Run 1, floorplan with the power grid:
The bar under the picture is 20 µm long. Pins as bars on the die edge. Tap cells in grey.
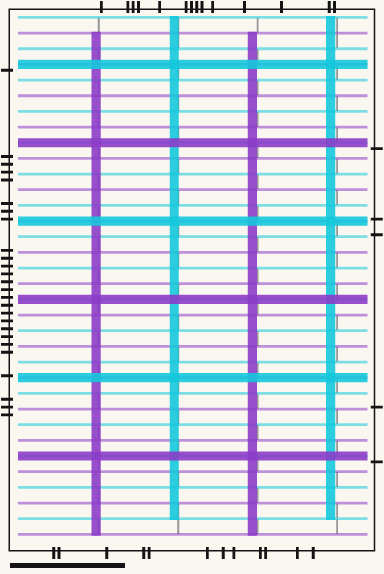
Run 1, placement density heat map:
The bar under the picture is 20 µm long. The die is cut into 6 by 9 equal tiles; white is low, dark blue is high, 0 to 100% covered.
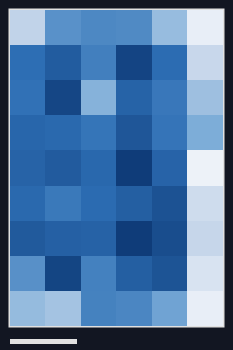
Run 1, placed standard cells:
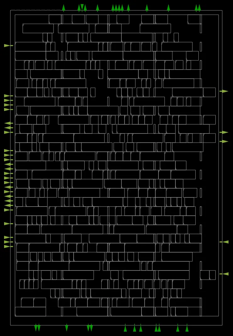
### config.mk
export PLATFORM = sky130hd
export DESIGN_NAME = masar_div
export DESIGN_NICKNAME = d
export VERILOG_FILES = /design/src/rtl/masar_div.sv
export SDC_FILE = /design/constraint.sdc
export NUM_CORES = 1
export LEC_CHECK = 0
export CORE_ASPECT_RATIO = 1.5
export CORE_UTILIZATION = 56
export CTS_CLUSTER_SIZE = 40
export DETAILED_ROUTE_END_ITERATION = 10
export GPL_ROUTABILITY_DRIVEN = 0
export HOLD_SLACK_MARGIN = 0.03
export PLACE_DENSITY = 0.84
export SYNTH_ARGS = -nofsm -noshare
export SYNTH_HDL_FRONTEND = slang
export SYNTH_SLANG_ARGS = --single-unit
export TNS_END_PERCENT = 5
### constraint.sdc
create_clock -name clk -period 6.5 [get_ports clk]
set_clock_uncertainty 0.1 [all_clocks]
set_input_delay 1.3 -clock clk [delete_from_list [all_inputs] [get_ports clk]]
set_output_delay 1.3 -clock clk [all_outputs]
set_load 0.005 [all_outputs]
### src/rtl/masar_div.sv
// masar_div: 16-bit by 8-bit unsigned restoring divider.
//
// One quotient bit is produced per cycle, MSB first, over 16 BUSY cycles.
// With the MASAR_DIV_EARLY_EXIT_EN macro defined, a zero divisor skips BUSY
// and the result is ready on the accept edge. With the macro undefined
// (default build), a zero divisor runs all 16 steps. The result values are
// the same in both builds.
//
// Ports:
//   clk          sole clock, rising edge
//   rst_n        asynchronous active-low reset
//   in_valid     dividend/divisor valid
//   in_ready     block can accept an operation (high exactly in IDLE)
//   dividend     16-bit unsigned dividend, sampled on accept
//   divisor      8-bit unsigned divisor, sampled on accept
//   out_valid    result valid (high exactly in DONE)
//   out_ready    consumer takes the result
//   quotient     16-bit registered quotient
//   remainder    8-bit registered remainder
//   div_by_zero  result came from a zero divisor
//   dbg_state    current FSM state (0 IDLE, 1 BUSY, 2 DONE)
//
// Handshake: a transfer happens on a rising edge where valid && ready are
// both high. The producer holds its data until then. ready never depends
// on valid. in_ready and out_valid are decoded from the state alone.

module masar_div (
    input  logic        clk,
    input  logic        rst_n,
    input  logic        in_valid,
    output logic        in_ready,
    input  logic [15:0] dividend,
    input  logic [7:0]  divisor,
    output logic        out_valid,
    input  logic        out_ready,
    output logic [15:0] quotient,
    output logic [7:0]  remainder,
    output logic        div_by_zero,
    output logic [1:0]  dbg_state
);

    typedef enum logic [1:0] {
        IDLE = 2'd0,
        BUSY = 2'd1,
        DONE = 2'd2
    } state_t;

    state_t      state;
    state_t      state_nxt;
    logic [3:0]  cnt;
    // Dividend bits shift out of the top while quotient bits shift in at the
    // bottom, so after 16 steps this register holds the quotient.
    logic [15:0] work;
    logic [7:0]  dvs;
    logic [7:0]  prem;
    logic [8:0]  shifted;
    logic [7:0]  prem_nxt;
    logic        qbit;
    logic        accept;
    logic        last_step;
    logic        early_zero;

    assign in_ready  = (state == IDLE);
    assign out_valid = (state == DONE);
    assign dbg_state = state;
    assign accept    = in_valid && in_ready;
    assign last_step = (cnt == 4'd15);

`ifdef MASAR_DIV_EARLY_EXIT_EN
    assign early_zero = accept && (divisor == 8'd0);
`else
    assign early_zero = 1'b0;
`endif

    // The partial remainder is 9 bits wide while the next dividend bit is
    // shifted in. After a successful subtract it is below the divisor, so it
    // fits in 8 bits. Only the low byte of the difference is needed.
    assign shifted  = {prem, work[15]};
    assign qbit     = (shifted >= {1'b0, dvs});
    assign prem_nxt = qbit ? (shifted[7:0] - dvs) : shifted[7:0];

    always_ff @(posedge clk or negedge rst_n) begin
        if (!rst_n) begin
            state <= IDLE;
        end else begin
            state <= state_nxt;
        end
    end

    always_comb begin
        state_nxt = state;
        case (state)
            IDLE: if (in_valid) state_nxt = early_zero ? DONE : BUSY;
            BUSY: if (last_step) state_nxt = DONE;
            DONE: if (out_ready) state_nxt = IDLE;
            default: state_nxt = IDLE;
        endcase
    end

    always_ff @(posedge clk or negedge rst_n) begin
        if (!rst_n) begin
            cnt         <= 4'd0;
            work        <= 16'd0;
            dvs         <= 8'd0;
            prem        <= 8'd0;
            quotient    <= 16'd0;
            remainder   <= 8'd0;
            div_by_zero <= 1'b0;
        end else if (accept) begin
            cnt  <= 4'd0;
            work <= dividend;
            dvs  <= divisor;
            prem <= 8'd0;
            if (early_zero) begin
                quotient    <= 16'hFFFF;
                remainder   <= dividend[7:0];
                div_by_zero <= 1'b1;
            end
        end else if (state == BUSY) begin
            cnt  <= cnt + 4'd1;
            work <= {work[14:0], qbit};
            prem <= prem_nxt;
            // A zero divisor needs no special case here. Every trial subtract
            // succeeds, which gives an all-ones quotient. The remainder ends
            // up as the last eight dividend bits shifted in.
            if (last_step) begin
                quotient    <= {work[14:0], qbit};
                remainder   <= prem_nxt;
                div_by_zero <= (dvs == 8'd0);
            end
        end
    end

endmodule

==> ci_impl_report.md, run 1 <==
### Metrics collected by this job

| Metric | Value |
|---|---|
| Global Route Usage Sum | 28.62% |
| RSZ-0062 raised after global routing | false |
| Drt drc | 0 |
| Syn Inst Count | ~340 |
| Total CTS buffers | 9 |
| Yosys Instances | roughly 340 |
| Async set or reset register ratio after synthesis | 100.0% |
| Aggregate routed wire length | 7557 µm |
| Met3 Resource Use GR | 6.917% |
| Final setup vio count | 0 |
| Synthesis area per yosys | 3144 µm² |
| Startpoint Class | flip-flop |
| Fin crit share | around half |
| Final Hold Violation Tally | 0 |
| Synth area leader | dfrtp_1 |
| Clk_lat worst skew | 0.34 ns |
| Met3 wire len | 370 µm |
| Worst hold slack | roughly 0.38 ns |
| # rows | 33 |
| DR vias | approximately 2700 |
| Vias in the first global route | 2767 |
| Nets | 429 |
| VDD IR-drop max | 0.2605 mV |
| CTS clk-pin slew, worst paths | 0.07 ns |
| CP max stage cell | dfrtp_1 |
| Max_cap viols | 0 |
| Log Warnings | 26 |
| Synth top cell by count | nand2_1 |
| Timing endpoint of the critical path | out_valid |
| Crit path from | dbg_state[0]$_DFFE_PN0P_ |
| Crit path max fanout | 24 |
| CTS max path bufs | 2 |
| Floorplan Nets | around 380 |
| Synth Seq Share | 50.14% |
| Post-synthesis cell area | 3144 µm² |
| Global route hottest layer | met2 |
| Main flop type | dfrtp_1 |
| Vias/cell | around 5.9 |
| Worst-path cell chain | nand2b_1 -> inv_1 -> clkdlybuf4s50_1 |
| Synth warn | 0 |
| Drt pass-1 iters | 5 |
| Setup TNS Final | 0 ns |
| Slew margin rel. | 26.01% |
| F_max | about 300 MHz |
| Global-route wire length before repair | approximately 13000 µm |
| # port buffers | between 50 and 60 |
| Max stage delay on crit path | 0.82 ns |
| Met1 Use GR | 32.26% |
| I/O pin cnt | 57 |
| Initial DRC count | 194 |
| Worst setup EP type | output pin |
| Met2 wire len | 4029 µm |
| Syn_area_per_cell | ~9.3 µm² |
| Outcome | finished, final reports clean |
About 'floorplan with the power grid':
Key: VDD = cyan; VSS = purple
The core has 33 rows. 70 tap cells. 6 straps on met5. 34 met1 rails follow the rows.
die span in y: 93.77 µm
Die W: 63.18 µm

About 'placement density heat map':
The fullest tile reaches 95%. 46% of the tiles are over 75% full. The mean over all tiles is 64%.

About 'placed standard cells':
Flops: 63
sequential share of cell area: 40.37%
Core Area: 5450 µm²

==> run 1: cell type report <==
class | count | area, µm²
Clock inverter | 3 | 42.54
Fill cell | 431 | 1545
Sequential cell | 63 | 1577
Inverter | 12 | 45.04
Multi-Input combinational cell | 246 | 1420
Tap cell | 70 | 87.58
Clock buffer | 12 | 155.1
Timing Repair Buffer | 59 | 578.1
==> run 1: critical path: cells and delay by family, from the launching register on <==
kind | cells | cell delay [ns]
buffers and inverters | 2 | 0.50
AND/OR/NAND/NOR | 1 | 0.22
flip-flops | 1 | 0.82
==> run 1: stage by stage <==
step	cell area, µm²	cells	util (%)	setup slack [ns]	power (µW)
after floorplan	3144	339	-	4.127	1509
after global placement	3707	450	68.02	3.399	1841
after detailed placement	3707	450	68.02	3.318	1890
after CTS	3905	465	71.65	3.201	2238
after global routing	3905	465	71.65	3.122	2417
final	3905	465	71.65	3.215	2240
==> run 1: registers in the layout, indices dropped and copies added (netlist names) <==
signal,count
quotient,16
work,16
dvs,8
prem,8
remainder,8
cnt,4
dbg_state,2
div_by_zero,1
==> run 1: placed cells by master, fill, tap and decap left out, drive strengths merged, types with 4 or more instances in the layout <==
master         count
inv               12
buf                4
clkbuf            12
nand3              8
nand4              7
and2               4
clkdlybuf4s50     55
nor3               4
o31ai              7
a22oi             15
nand2b             4
dfrtp             63
o211ai             4
o21ai             33
nor2              14
ha                 9
a21oi              8
a211oi             4
nand2             92
==> run 1: where the power goes <==
group	switching, µW	total, µW	internal [µW]
registers	168	755	588
logic	621	1140	520
clock network	149	344	195
==> run 1: kinds of logic (layout without fill, tap and decap cells) <==
logic type	count (synthesis)	count (layout)	synth area share, %
simple gates	141	141	19.50
fa+ha+maj	10	10	4.218
xor+xnor	4	4	1.114
compound gates	91	91	20.34
flops	63	63	50.14
buf+inv	30	86	4.695
Run 1, wires at chosen ports, followed through buffers:
The bar under the picture is 20 µm long.
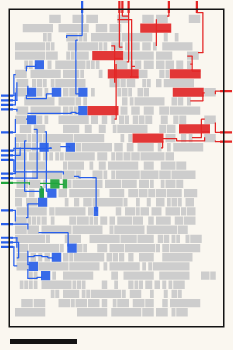

==> run 2, diff against run 1 <==
--- a/config.mk
+++ b/config.mk
@@ -6,12 +6,12 @@
 export NUM_CORES = 1
 export LEC_CHECK = 0
 export CORE_ASPECT_RATIO = 1.5
-export CORE_UTILIZATION = 56
+export CORE_UTILIZATION = 47
 export CTS_CLUSTER_SIZE = 40
 export DETAILED_ROUTE_END_ITERATION = 10
 export GPL_ROUTABILITY_DRIVEN = 0
 export HOLD_SLACK_MARGIN = 0.03
-export PLACE_DENSITY = 0.84
+export PLACE_DENSITY = 0.76
 export SYNTH_ARGS = -nofsm -noshare
 export SYNTH_HDL_FRONTEND = slang
 export SYNTH_SLANG_ARGS = --single-unit
==> constraint.sdc (replaced) <==
create_clock -name clk -period 2.65 [get_ports clk]
set_clock_uncertainty 0.1 [all_clocks]
set_input_delay 0.53 -clock clk [delete_from_list [all_inputs] [get_ports clk]]
set_output_delay 0.53 -clock clk [all_outputs]
set_load 0.005 [all_outputs]
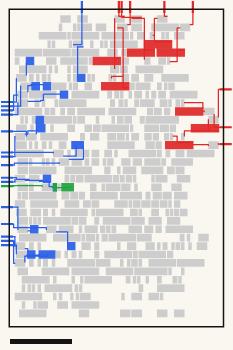
Run 2: wires at chosen ports, followed through buffers
The bar under the picture is 20 µm long.
Key: in_valid = green [bits 1, direction input, end cells 3, buffers 1, wire 17.2 µm]; remainder = red [bits 8, direction output, end cells 8, buffers 8, wire 180 µm]; dividend = blue [bits 16, direction input, end cells 16, buffers 16, wire 241 µm]

==> ci_impl_report.md, run 2 <==
### Metrics collected by this job

| Metric | Value |
|---|---|
| Synthesis area per yosys | 3144 µm² (unchanged) |
| Adders+Majority by Area | 4.218% (unchanged) |
| Syn_area_per_cell | 9.275 µm² (unchanged) |
| Simple-gate share of the synthesized area | 19.50% (unchanged) |
| CTS clk-pin slew, worst paths | 0.08 ns (about the same) |
| CP max stage cell | a2111oi_1 |
| Global-route wire length before repair | 13180 µm (+2.7%) |
| I/O pin cnt | 57 (unchanged) |
| Main flop type | dfrtp_1 |
| Synth Seq Share | 50.14% (unchanged) |
| Max stage delay on crit path | 0.41 ns (-0.41 ns) |
| RSZ-0062 raised after global routing | false |
| Global Route Usage Sum | 25.46% (-3.2 points) |
| Core Area | 6486 µm² (+19%) |
| Log Warnings | 26 (unchanged) |
| Synth top cell by count | nand2_1 |
| Die span in y | 102.2 µm (+9.0%) |
| Setup TNS Final | 0 ns (unchanged) |
| MUX area fraction | 0% (unchanged) |
| Clk_lat worst skew | 0.34 ns (about the same) |
| Startpoint Class | flip-flop |
| Outcome | finished, final reports clean |
| Die W | 68.78 µm (+8.9%) |
| Worst-path cell chain | inv_1 -> ha_1 -> inv_1 -> fa_1 -> a211o_1 -> a2111oi_1 -> a2111o_1 -> o21ai_1 -> a21oi_1 |
| Top flop regs | quotient (16), work (16) |
| Max_cap viols | 0 (unchanged) |
| Worst Path Buf+Inv | 2 (unchanged) |
| Drt pass-1 iters | 4 (-1) |
| Nets | 445 (+3.7%) |
| Final setup vio count | 0 (unchanged) |
| Post-Route Utilization | 62.56% (-9.1 points) |
| Aggregate routed wire length | 7608 µm (+0.67%) |
| Floorplan Nets | 377 (unchanged) |
| Top Layout Cells | nand2_1, dfrtp_1, clkdlybuf4s50_1 |
| # rows | 36 (+9.1%) |
| CTS max path bufs | 2 (unchanged) |
| Largest logic family | AND-OR/OR-AND gates |
| Vias in the first global route | 2894 (+4.6%) |
| Drt drc | 0 (unchanged) |
| Synth Area in Compound Gates | 20.33% (unchanged) |
| Post-synthesis cell area | 3144 µm² (unchanged) |
| Initial DRC count | 205 (+5.7%) |
==> run 2: cell counts after synthesis <==
Identical to the previous run, type by type.
==> run 2: final cells by class <==
class,instances,area [µm²]
Sequential cell,63,1577
Clock buffer,11,141.4
Tap cell,76,95.09
Clock inverter,5,81.33
Fill cell,588,2429
Timing Repair Buffer,75,698.2
Multi-Input combinational cell,246,1420
Inverter,12,45.04
==> run 2: path summary, 6_finish.rpt <==
path	startpoint	endpoint	slack, ns	depth (start not counted)
setup reg to reg	work[15]$_DFFE_PN0P_	remainder[6]$_DFFE_PN0P_	0.29	9
max in group asynchronous	rst_n	dvs[0]$_DFFE_PN0P_	1.72	2
hold / removal	rst_n	prem[2]$_DFFE_PN0P_	0.03	1
min in group clk	quotient[13]$_DFFE_PN0P_	quotient[13]$_DFFE_PN0P_	0.38	2
hold reg to reg	quotient[13]$_DFFE_PN0P_	quotient[13]$_DFFE_PN0P_	0.38	2
setup / recovery	work[15]$_DFFE_PN0P_	remainder[6]$_DFFE_PN0P_	0.29	9
==> run 2: per-stage QoR <==
stage	power, µW	std cells	worst slack [ns]	instance area [µm²]
floorplan	3700	339	0.4550	3144
global placement	4656	472	0.3710	3835
detailed placement	4761	472	0.3228	3835
CTS	5713	488	0.2882	4058
global route	6170	488	0.07858	4058
finish	5702	488	0.2923	4058
==> run 2: where the power goes <==
| group | internal (µW) | switching (µW) | total [µW] |
|---|---|---|---|
| sequential | 1440 | 371 | 1810 |
| clock | 556 | 381 | 937 |
| combinational | 1380 | 1580 | 2950 |
==> run 2: per-layer routing <==
metal | track usage, % | routed length [µm] | vias to the layer above
met5 | 0 | 0 | -
met4 | 15.86 | 377 | 0
met3 | 5.469 | 317 | 28
met2 | 41.10 | 3864 | 86
met1 | 30.23 | 3048 | 1310
li1 | - | - | 1328
Power figures rest on the tool's default switching activity, not on a simulated workload.
